--- src/rtl/mcu_pkg.sv ---
// Shared MCU definitions: call/return sequencer states, operation kinds and
// stack geometry constants.
package mcu_pkg;

    localparam int             AW          = 11;
    localparam int             STACK_DEPTH = 16;
    localparam logic [AW-1:0]  IRQ_VECTOR  = 11'h004;

    typedef enum logic [1:0] {
        IDLE,
        EXEC,
        GAP
    } state_t;

    typedef enum logic [1:0] {
        OP_CALL,
        OP_RET,
        OP_RETFIE,
        OP_IRQ
    } op_t;

endpackage : mcu_pkg

--- src/rtl/stack_seq.sv ---
// Call/return sequencer for the hardware return-address stack: arbitrates
// CALL/RET/RETFIE/IRQ, strobes the stack, loads the PC and tracks depth.
module stack_seq
    import mcu_pkg::*;
#(
    parameter int            AW         = mcu_pkg::AW,
    parameter int            DEPTH      = mcu_pkg::STACK_DEPTH,
    parameter logic [AW-1:0] IRQ_VECTOR = mcu_pkg::IRQ_VECTOR,
    localparam int           DW         = $clog2(DEPTH) + 1
) (
    input  logic          clk,
    input  logic          rst,
    input  logic          call_req,
    input  logic          ret_req,
    input  logic          retfie_req,
    input  logic          irq_req,
    input  logic [AW-1:0] call_target,
    input  logic [AW-1:0] pc_ret,
    input  logic [AW-1:0] stack_top,
    output logic          stack_push,
    output logic          stack_pop,
    output logic [AW-1:0] stack_din,
    output logic          pc_load,
    output logic [AW-1:0] pc_next,
    output logic          ack,
    output logic          gie,
    output logic [DW-1:0] depth,
    output logic          full,
    output logic          empty,
    output logic          ovf_err,
    output logic          unf_err,
    input  logic          err_clr
);

    localparam logic [DW-1:0] DEPTH_MAX = DW'(DEPTH);

    state_t state, state_nx;
    op_t    kind, kind_nx;
    logic   irq_ok;
    logic   any_req;

    assign irq_ok  = irq_req & gie;
    assign any_req = irq_ok | retfie_req | ret_req | call_req;

    // NOTE: sequential state uses non-blocking assignments so every register
    // samples the pre-edge values, independent of process ordering.
    always_ff @(posedge clk) begin
        if (rst) begin
            state <= IDLE;
            kind  <= OP_CALL;
        end else begin
            state <= state_nx;
            kind  <= kind_nx;
        end
    end

    // NOTE: defaults first so no path through the case leaves a variable
    // unassigned, which would otherwise infer a latch.
    always_comb begin
        state_nx = state;
        kind_nx  = kind;
        case (state)
            IDLE: begin
                if (any_req) begin
                    state_nx = EXEC;
                    if (irq_ok)          kind_nx = OP_IRQ;
                    else if (retfie_req) kind_nx = OP_RETFIE;
                    else if (ret_req)    kind_nx = OP_RET;
                    else                 kind_nx = OP_CALL;
                end
            end
            EXEC:    state_nx = GAP;
            GAP:     state_nx = IDLE;
            default: state_nx = IDLE;
        endcase
    end

    // Strobes decode only from state and latched kind, never from requests.
    always_comb begin
        stack_push = 1'b0;
        stack_pop  = 1'b0;
        stack_din  = '0;
        pc_load    = 1'b0;
        pc_next    = '0;
        ack        = 1'b0;
        if (state == EXEC) begin
            ack     = 1'b1;
            pc_load = 1'b1;
            case (kind)
                OP_CALL: begin
                    stack_push = 1'b1;
                    stack_din  = pc_ret;
                    pc_next    = call_target;
                end
                OP_IRQ: begin
                    stack_push = 1'b1;
                    stack_din  = pc_ret;
                    pc_next    = IRQ_VECTOR;
                end
                OP_RET, OP_RETFIE: begin
                    stack_pop = 1'b1;
                    pc_next   = stack_top;
                end
                default: pc_next = '0;
            endcase
        end
    end

    assign full  = (depth == DEPTH_MAX);
    assign empty = (depth == '0);

    logic ovf_set, unf_set;
    assign ovf_set = stack_push & full;
    assign unf_set = stack_pop & empty;

    // Depth saturates at both ends; the stack itself still wraps on overflow.
    always_ff @(posedge clk) begin
        if (rst) begin
            depth   <= '0;
            gie     <= 1'b0;
            ovf_err <= 1'b0;
            unf_err <= 1'b0;
        end else begin
            if (stack_push && !full)
                depth <= depth + 1'b1;
            else if (stack_pop && !empty)
                depth <= depth - 1'b1;

            if (state == EXEC && kind == OP_IRQ)
                gie <= 1'b0;
            else if (state == EXEC && kind == OP_RETFIE)
                gie <= 1'b1;

            ovf_err <= ovf_set | (ovf_err & ~err_clr);
            unf_err <= unf_set | (unf_err & ~err_clr);
        end
    end

endmodule : stack_seq
--- config.mk ---
export PLATFORM = sky130hd
export DESIGN_NAME = stack_seq
export DESIGN_NICKNAME = d
export VERILOG_FILES = /design/src/rtl/mcu_pkg.sv /design/src/rtl/stack_seq.sv
export SDC_FILE = /design/constraint.sdc
export NUM_CORES = 1
export LEC_CHECK = 0
export CAP_MARGIN = 20
export CORE_MARGIN = 10
export CORE_UTILIZATION = 35
export CTS_CLUSTER_SIZE = 16
export DETAILED_ROUTE_END_ITERATION = 10
export HOLD_SLACK_MARGIN = 0.03
export PLACE_DENSITY = 0.94
export SKIP_LAST_GASP = 1
export SLEW_MARGIN = 40
export SYNTH_ARGS = -nofsm -noshare
export SYNTH_HDL_FRONTEND = slang
export SYNTH_SLANG_ARGS = --single-unit
--- constraint.sdc ---
create_clock -name clk -period 4.85 [get_ports clk]
set_clock_uncertainty 0.2 [all_clocks]
set_input_delay 1.455 -clock clk [delete_from_list [all_inputs] [get_ports clk]]
set_output_delay 1.455 -clock clk [all_outputs]
set_load 0.02 [all_outputs]
### Sizing map

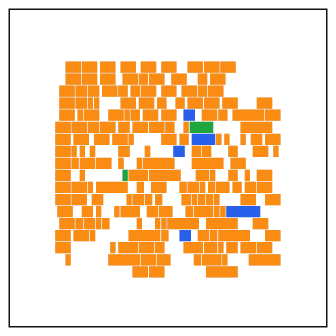
colour	size	cells
green	x2	2
blue	x3 and x4	5
orange	x1 and smaller	185

### The metal 3 layer

The bar under the picture is 20 microns long.
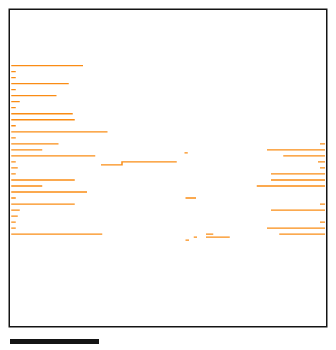
longest straight run	21.4 microns
main direction	horizontal

### Clock nets

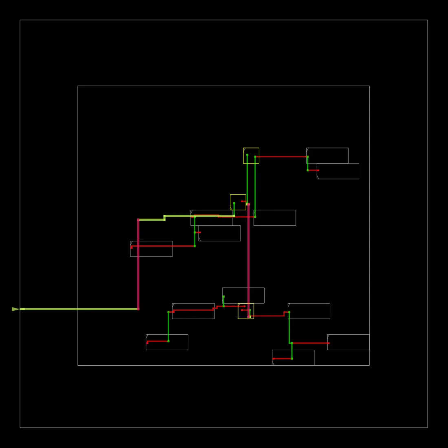
number of clock buffers in the layout: 3
Sink Count: 12
FF+latch count: 12
P_clk: 0.0000608 W

-- critical path, cell delays in order --
cell and delay [ns]:
clkdlybuf4s50_1 0.46, a21oi_1 0.06, nor2_1 0.10, a21oi_1 0.05, nor2_1 0.11, clkdlybuf4s50_1 0.63
-- cell type report --
| type | count | area (sq um) |
|---|---|---|
| fillers | 204 | 803 |
| repair buffers | 75 | 751 |
| multi-input cells | 95 | 619 |
| flip-flops and latches | 12 | 240 |
| well taps | 30 | 37.5 |
| inverters | 7 | 26.3 |
| clock buffers | 3 | 22.5 |
-- report_power, final --
part | leakage, nW | internal (W) | total [W] | switching [W]
Clock | 0.0138 | 0.0000287 | 0.0000608 | 0.0000321
Sequential | 0.0983 | 0.000110 | 0.000126 | 0.0000164
Combinational | 0.583 | 0.000137 | 0.000279 | 0.000142
-- layout by cell type (no fill, tap or decap), drive strengths merged, types with 2 or more instances in the layout --
cell           count
clkdlybuf4s50     75
xnor2              2
dfxtp             12
nand2b             2
and3              13
clkbuf             3
nand2              5
a211oi             3
inv                7
ha                 6
nor2              26
a21oi             12
nor4               2
a22oi             11
and2               2
-- kinds of logic after synthesis --
family	Yosys count	share of synthesized area, %
XOR/XNOR	3	2.85
flip-flops	12	26.0
multiplexers	2	2.71
AND-OR/OR-AND	31	23.0
buffers and inverters	14	6.91
AND/OR/NAND/NOR	52	28.2
adder cells (fa/ha/maj)	7	10.3
-- per-layer routing --
layer	track usage, %	part of all wire [%]	vias up
met3	6.34	9.2	6
met1	12.4	36	534
li1	-	-	572
met2	26.3	53	50
met5	0	0	-
met4	4.30	1.2	0
-- flip-flops by register name (all words and copies together) (netlist names) --
register / count
unf_err: 1
kind: 2
gie: 1
depth: 5
state: 2
ovf_err: 1
-- worst max-delay path by stage --
stage,slack [ns],cells after the start,to,startpoint
global route,0.15,7,pc_next[1],kind[1]
global placement,0.37,6,pc_next[2],stack_top[2]
detailed placement,0.33,6,pc_next[2],stack_top[2]
floorplan,1.27,4,pc_next[2],stack_top[2]
CTS,0.31,6,pc_next[2],stack_top[2]
finish,0.32,6,pc_next[2],stack_top[2]
-- metrics by stage --
step	total power, W	hold slack [ns]	instance area [sq um]	std cells	util, %
2_1_floorplan	0.000291	0.293	923	121	-
3_3_place_gp	0.000396	0.290	1670	219	67.0
3_5_place_dp	0.000410	0.314	1670	219	67.0
4_1_cts	0.000472	0.332	1700	222	67.9
5_1_grt	0.000498	0.380	1700	222	67.9
6_report	0.000467	0.320	1700	222	67.9
==> results.tsv <==
metric	value	unit
synth_warnings	0	
grt_usage	13.7	%
top_cell	nor2_1	
hold_buffers	0	
rsz0062_at_grt	no	
mappedNetlistArea	923	sq um
clock_tree.buffer_depth	2	
crit_path_end_kind	output pin	
synth-edff-count	0	
outcome	finished, final reports clean	
ys_cells	121	
place_ws	0.330	ns
finalNetCount	241	
die_w	71.4	microns
cts_tree	done	
hold_violations	0	
fin_setup_tns	0	ns
rr_worst_depth	8	
rows	18	
hp-class	reg2reg	
cp.required	3.19	ns
p_per_area	275	nW/um^2
finalSetupViolCount	0	
clkLatencyLatePin	0.27	ns
fmax	221	MHz
min_path_cells	2	
p_leak	0.695	nW
Power and IR drop assume default switching activity.
